[src/rtl/wb_pbus_pkg.sv]
// wb_pbus_pkg: shared constants for the Wishbone to peripheral-bus bridge
//   ST_IDLE/ST_ACCESS  access FSM encodings
//   RD_DEFAULT_BIT     fill value of wb_data_o when no read data is returned
//   entry_width()      width of one queued request {we, sel, adr, data}
package wb_pbus_pkg;
  localparam logic [0:0] ST_IDLE = 1'b0;
  localparam logic [0:0] ST_ACCESS = 1'b1;
  localparam logic RD_DEFAULT_BIT = 1'b1;
  function automatic int entry_width(int aw, int dw);
    return aw + dw + dw / 8 + 1;
  endfunction
endpackage

[src/rtl/wb_pbus_if.sv]
// wb_pbus_if: Wishbone slave side plus peripheral-bus side of the bridge
//   slave  : bridge view (Wishbone requests in, responses and peripheral strobes out)
//   master : environment view (Wishbone master and peripheral device)
interface wb_pbus_if #(
  parameter int ADDR_WIDTH = 24,
  parameter int DATA_WIDTH = 32
);
  localparam int SEL_WIDTH = DATA_WIDTH / 8;
  logic wb_cyc_i, wb_stb_i, wb_we_i;
  logic [SEL_WIDTH-1:0] wb_sel_i;
  logic [ADDR_WIDTH-1:0] wb_adr_i;
  logic [DATA_WIDTH-1:0] wb_data_i, wb_data_o;
  logic wb_ack_o, wb_error_o, wb_stall_o;
  logic peripheralBus_we, peripheralBus_oe, peripheralBus_busy;
  logic [ADDR_WIDTH-1:0] peripheralBus_address;
  logic [SEL_WIDTH-1:0] peripheralBus_byteSelect;
  logic [DATA_WIDTH-1:0] peripheralBus_dataRead, peripheralBus_dataWrite;
  modport slave (
    input wb_cyc_i, wb_stb_i, wb_we_i, wb_sel_i, wb_adr_i, wb_data_i,
    input peripheralBus_busy, peripheralBus_dataRead,
    output wb_ack_o, wb_error_o, wb_stall_o, wb_data_o,
    output peripheralBus_we, peripheralBus_oe, peripheralBus_address,
    output peripheralBus_byteSelect, peripheralBus_dataWrite
  );
  modport master (
    output wb_cyc_i, wb_stb_i, wb_we_i, wb_sel_i, wb_adr_i, wb_data_i,
    output peripheralBus_busy, peripheralBus_dataRead,
    input wb_ack_o, wb_error_o, wb_stall_o, wb_data_o,
    input peripheralBus_we, peripheralBus_oe, peripheralBus_address,
    input peripheralBus_byteSelect, peripheralBus_dataWrite
  );
endinterface

[src/rtl/wb_pbus_req_fifo.sv]
// wb_pbus_req_fifo: synchronous request FIFO (DEPTH power of 2)
//   clk, rst_n (sync, active-low), push/pop/flush, din -> dout (head entry), full/empty
module wb_pbus_req_fifo #(
  parameter int WIDTH = 8,
  parameter int DEPTH = 2
) (
  input  logic clk,
  input  logic rst_n,
  input  logic push,
  input  logic pop,
  input  logic flush,
  input  logic [WIDTH-1:0] din,
  output logic [WIDTH-1:0] dout,
  output logic full,
  output logic empty
);
  localparam int AW = $clog2(DEPTH);
  logic [WIDTH-1:0] mem [DEPTH];
  logic [AW-1:0] wr_ptr, rd_ptr;
  logic [AW:0] count;
  assign full = count == (AW+1)'(DEPTH);
  assign empty = count == '0;
  assign dout = mem[rd_ptr];
  always_ff @(posedge clk) if (push) mem[wr_ptr] <= din;
  always_ff @(posedge clk) begin
    if (!rst_n || flush) begin
      wr_ptr <= '0;
      rd_ptr <= '0;
      count <= '0;
    end else begin
      wr_ptr <= wr_ptr + AW'(push);
      rd_ptr <= rd_ptr + AW'(pop);
      count <= count + (AW+1)'(push) - (AW+1)'(pop);
    end
  end
endmodule

[src/rtl/wb_peripheral_bus_bridge.sv]
// wb_peripheral_bus_bridge: pipelined Wishbone slave to single-access peripheral bus
//   wb_clk_i  : clock
//   wb_rst_n_i: synchronous active-low reset
//   bus       : wb_pbus_if.slave (Wishbone request/response + peripheral strobes)
//   Optional macro WB_PBUS_TIMEOUT_EN: abort an access after TIMEOUT_CYCLES busy cycles
//   and answer it with wb_error_o instead of wb_ack_o.
module wb_peripheral_bus_bridge
  import wb_pbus_pkg::*;
#(
  parameter int ADDR_WIDTH = 24,
  parameter int DATA_WIDTH = 32,
  parameter int FIFO_DEPTH = 2,
  parameter int TIMEOUT_CYCLES = 255
) (
  input logic wb_clk_i,
  input logic wb_rst_n_i,
  wb_pbus_if.slave bus
);
  localparam int SW = DATA_WIDTH / 8;
  localparam int EW = entry_width(ADDR_WIDTH, DATA_WIDTH);
  if (TIMEOUT_CYCLES < 1) begin : g_bad_timeout
    $error("TIMEOUT_CYCLES must be at least 1");
  end
  logic [EW-1:0] head;
  logic [0:0] state;
  logic push, pop, full, empty, access, done, timeout, respond, abandon;
  logic cur_we;
  logic [SW-1:0] cur_sel;
  logic [ADDR_WIDTH-1:0] cur_adr;
  logic [DATA_WIDTH-1:0] cur_dat;
  assign access = state == ST_ACCESS;
  assign push = bus.wb_cyc_i & bus.wb_stb_i & ~full;
  assign pop = ~access & ~empty & bus.wb_cyc_i;
  assign done = access & ~bus.peripheralBus_busy;
  // an access outlives a dropped cycle, but its answer belongs to nobody
  assign respond = bus.wb_cyc_i & ~abandon;
  assign bus.wb_stall_o = full;
  assign bus.peripheralBus_we = access & cur_we;
  assign bus.peripheralBus_oe = access & ~cur_we;
  assign bus.peripheralBus_address = access ? cur_adr : '0;
  assign bus.peripheralBus_byteSelect = access ? cur_sel : '0;
  assign bus.peripheralBus_dataWrite = access & cur_we ? cur_dat : '0;
  wb_pbus_req_fifo #(.WIDTH(EW), .DEPTH(FIFO_DEPTH)) u_fifo (
    .clk(wb_clk_i),
    .rst_n(wb_rst_n_i),
    .push(push),
    .pop(pop),
    .flush(~bus.wb_cyc_i),
    .din({bus.wb_we_i, bus.wb_sel_i, bus.wb_adr_i, bus.wb_data_i}),
    .dout(head),
    .full(full),
    .empty(empty)
  );
  always_ff @(posedge wb_clk_i) begin
    if (!wb_rst_n_i) begin
      state <= ST_IDLE;
      abandon <= 1'b0;
      bus.wb_ack_o <= 1'b0;
      bus.wb_data_o <= {DATA_WIDTH{RD_DEFAULT_BIT}};
    end else begin
      bus.wb_ack_o <= done & respond;
      bus.wb_data_o <= done & ~cur_we ? bus.peripheralBus_dataRead : {DATA_WIDTH{RD_DEFAULT_BIT}};
      if (pop) begin
        state <= ST_ACCESS;
        {cur_we, cur_sel, cur_adr, cur_dat} <= head;
      end else if (done | timeout) state <= ST_IDLE;
      abandon <= pop ? 1'b0 : abandon | (access & ~bus.wb_cyc_i);
    end
  end
`ifdef WB_PBUS_TIMEOUT_EN
  localparam int TW = $clog2(TIMEOUT_CYCLES + 1);
  logic [TW-1:0] busy_cnt;
  // fires on the busy cycle that would make the count reach TIMEOUT_CYCLES
  assign timeout = access & bus.peripheralBus_busy & (busy_cnt == TW'(TIMEOUT_CYCLES - 1));
  always_ff @(posedge wb_clk_i) begin
    busy_cnt <= (!wb_rst_n_i || pop || timeout) ? '0 : busy_cnt + TW'(access & bus.peripheralBus_busy);
    bus.wb_error_o <= wb_rst_n_i & timeout & respond;
  end
`else
  assign timeout = 1'b0;
  assign bus.wb_error_o = 1'b0;
`endif
endmodule

[src/flat_wrapper.sv]
// flat-port wrapper written by rule: the top's interface ports become plain ports
module wb_peripheral_bus_bridge_flat import wb_pbus_pkg::*;
#(
  parameter int ADDR_WIDTH = 24,
  parameter int DATA_WIDTH = 32,
  parameter int FIFO_DEPTH = 2,
  parameter int TIMEOUT_CYCLES = 255
)
  (wb_clk_i, wb_rst_n_i, bus_wb_cyc_i, bus_wb_stb_i, bus_wb_we_i, bus_wb_sel_i, bus_wb_adr_i, bus_wb_data_i, bus_peripheralBus_busy, bus_peripheralBus_dataRead, bus_wb_ack_o, bus_wb_error_o, bus_wb_stall_o, bus_wb_data_o, bus_peripheralBus_we, bus_peripheralBus_oe, bus_peripheralBus_address, bus_peripheralBus_byteSelect, bus_peripheralBus_dataWrite);
  wb_pbus_if #(.ADDR_WIDTH(ADDR_WIDTH), .DATA_WIDTH(DATA_WIDTH)) bus_i ();
  input logic wb_clk_i;
  input logic wb_rst_n_i;
  input wire logic [$bits(bus_i.wb_cyc_i)-1:0] bus_wb_cyc_i;
  input wire logic [$bits(bus_i.wb_stb_i)-1:0] bus_wb_stb_i;
  input wire logic [$bits(bus_i.wb_we_i)-1:0] bus_wb_we_i;
  input wire logic [$bits(bus_i.wb_sel_i)-1:0] bus_wb_sel_i;
  input wire logic [$bits(bus_i.wb_adr_i)-1:0] bus_wb_adr_i;
  input wire logic [$bits(bus_i.wb_data_i)-1:0] bus_wb_data_i;
  input wire logic [$bits(bus_i.peripheralBus_busy)-1:0] bus_peripheralBus_busy;
  input wire logic [$bits(bus_i.peripheralBus_dataRead)-1:0] bus_peripheralBus_dataRead;
  output wire logic [$bits(bus_i.wb_ack_o)-1:0] bus_wb_ack_o;
  output wire logic [$bits(bus_i.wb_error_o)-1:0] bus_wb_error_o;
  output wire logic [$bits(bus_i.wb_stall_o)-1:0] bus_wb_stall_o;
  output wire logic [$bits(bus_i.wb_data_o)-1:0] bus_wb_data_o;
  output wire logic [$bits(bus_i.peripheralBus_we)-1:0] bus_peripheralBus_we;
  output wire logic [$bits(bus_i.peripheralBus_oe)-1:0] bus_peripheralBus_oe;
  output wire logic [$bits(bus_i.peripheralBus_address)-1:0] bus_peripheralBus_address;
  output wire logic [$bits(bus_i.peripheralBus_byteSelect)-1:0] bus_peripheralBus_byteSelect;
  output wire logic [$bits(bus_i.peripheralBus_dataWrite)-1:0] bus_peripheralBus_dataWrite;
  assign bus_i.wb_cyc_i = bus_wb_cyc_i;
  assign bus_i.wb_stb_i = bus_wb_stb_i;
  assign bus_i.wb_we_i = bus_wb_we_i;
  assign bus_i.wb_sel_i = bus_wb_sel_i;
  assign bus_i.wb_adr_i = bus_wb_adr_i;
  assign bus_i.wb_data_i = bus_wb_data_i;
  assign bus_i.peripheralBus_busy = bus_peripheralBus_busy;
  assign bus_i.peripheralBus_dataRead = bus_peripheralBus_dataRead;
  assign bus_wb_ack_o = bus_i.wb_ack_o;
  assign bus_wb_error_o = bus_i.wb_error_o;
  assign bus_wb_stall_o = bus_i.wb_stall_o;
  assign bus_wb_data_o = bus_i.wb_data_o;
  assign bus_peripheralBus_we = bus_i.peripheralBus_we;
  assign bus_peripheralBus_oe = bus_i.peripheralBus_oe;
  assign bus_peripheralBus_address = bus_i.peripheralBus_address;
  assign bus_peripheralBus_byteSelect = bus_i.peripheralBus_byteSelect;
  assign bus_peripheralBus_dataWrite = bus_i.peripheralBus_dataWrite;
  wb_peripheral_bus_bridge #(.ADDR_WIDTH(ADDR_WIDTH), .DATA_WIDTH(DATA_WIDTH), .FIFO_DEPTH(FIFO_DEPTH), .TIMEOUT_CYCLES(TIMEOUT_CYCLES)) u_core (.wb_clk_i(wb_clk_i), .wb_rst_n_i(wb_rst_n_i), .bus(bus_i));
endmodule
[config.mk]
export PLATFORM = sky130hd
export DESIGN_NAME = wb_peripheral_bus_bridge_flat
export DESIGN_NICKNAME = d
export VERILOG_FILES = /design/src/rtl/wb_pbus_pkg.sv /design/src/rtl/wb_pbus_if.sv /design/src/rtl/wb_pbus_req_fifo.sv /design/src/rtl/wb_peripheral_bus_bridge.sv /design/src/flat_wrapper.sv
export SDC_FILE = /design/constraint.sdc
export NUM_CORES = 1
export LEC_CHECK = 0
export CAP_MARGIN = 20
export CORE_MARGIN = 8
export CORE_UTILIZATION = 50
export CTS_CLUSTER_SIZE = 40
export DETAILED_ROUTE_END_ITERATION = 7
export MAX_ROUTING_LAYER = met4
export PLACE_DENSITY_LB_ADDON = 0.25
export SLEW_MARGIN = 15
export SYNTH_ARGS = -nofsm -noshare
export SYNTH_HDL_FRONTEND = slang
export SYNTH_SLANG_ARGS = --single-unit
[constraint.sdc]
create_clock -name wb_clk_i -period 9.24 [get_ports wb_clk_i]
set_clock_uncertainty 0.05 [all_clocks]
set_input_delay 2.772 -clock wb_clk_i [delete_from_list [all_inputs] [get_ports wb_clk_i]]
set_output_delay 2.772 -clock wb_clk_i [all_outputs]
set_load 0.01 [all_outputs]
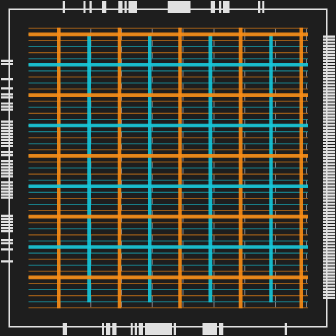
**Above:** floorplan with the power grid.
Pins as bars on the die edge. Tap cells in grey.
legend:
  cyan:
    net: VDD
  orange:
    net: VSS
rows: 46
met1 rails: 47
Core Region: 15700 um2
peak supply drop: 0.000146 V

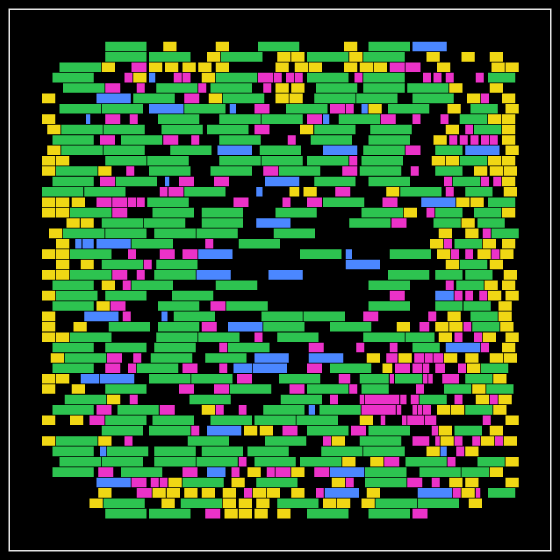
**Above:** cells coloured by class.
legend:
  yellow:
    class: remaining buffers and delay cells
    cells: 195
  blue:
    class: clock drivers and dummy loads
    cells: 44
  magenta:
    class: remaining logic cells
    cells: 186
  green:
    class: registers
    cells: 222
Final Util: 0.689
flop share of the area: 0.582
Finished Cell Area: 10800 um2

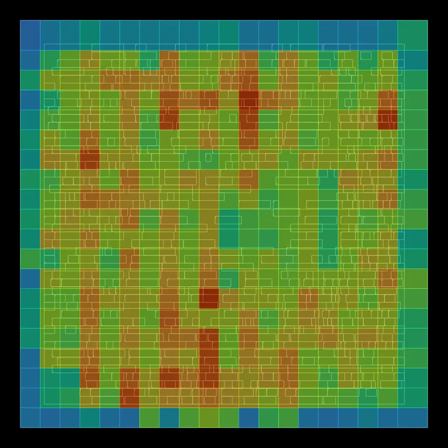
**Above:** routing congestion.
Top Usage Layer GRT: met2
GR Layer Usage met1: 0.193
met3 usage: 0.0427
GRT Resource Usage Total: 0.164

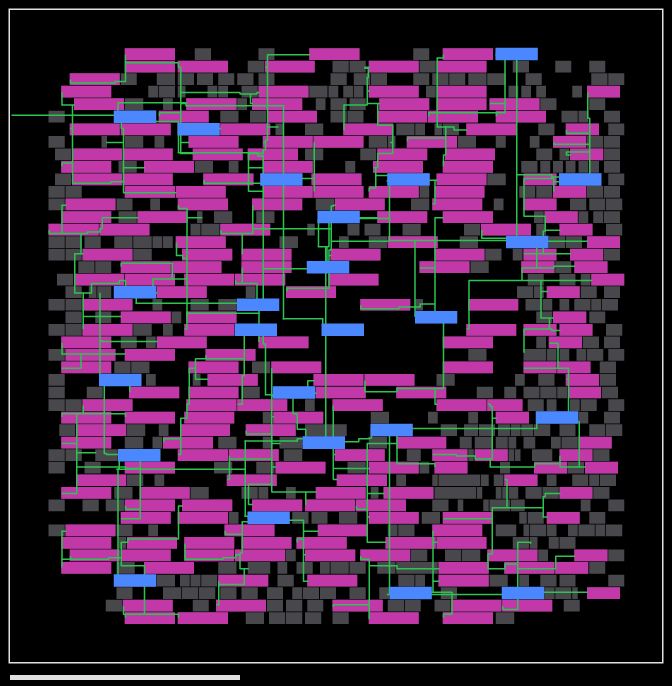
**Above:** routed clock nets over the placement.
The bar under the picture is 50 um long.
legend:
  green:
    item: clock wires
    length: 2460 um
  magenta:
    item: flip-flops
    count: 222
  blue:
    item: clock-net drivers
    count: 24
routed clock nets: 25

==> run notes <==
flow finished, numbers: CTS tree=built, Setup Total Neg Slack=0 ps, final period utilization=0.567, clk cell area share=0.0720, fp_density=0.503, ratio of cells with drive above 1 in the final layout=0.173, clock slew at reported path FFs=60 ps, worst hold path cell count=2, fin cells=863, YS chip area=7870 um2, #FFs+latches synth=222, Distinct cells, synth=24, largest cells by area after synthesis=edfxtp_1, dfxtp_1, mux2_2, Syn. warnings=0, Synth top cell by count=edfxtp_1, H-tree depth=1, clk sinks=222, top cells by count=edfxtp_1, mux2_2, dfxtp_1, and3_1, nand2b_1, R2R cell count=3, Comb/total area=0.139, Routed WL per cell=18.8 um, Data arrival, critical path=2420 ps, crit-path max cell delay=950 ps, status=finished, final reports clean, Crit path max-delay family=flip-flops, initial DRC count=between 150 and 200, mux cell area share after synthesis=0.0873, Placed Area=10000 um2, XOR Share, Synth=0.00223, Top-area cell share=0.698, initial antenna violation count=0, FF+latch count=about 220, Final nets=around 730, Worst Max-Slew Pin Slew=983 ps, FMAX=0.191 GHz, routability cong.=0.874, Mapped Area=7870 um2, launch point of the worst path=u_core.access
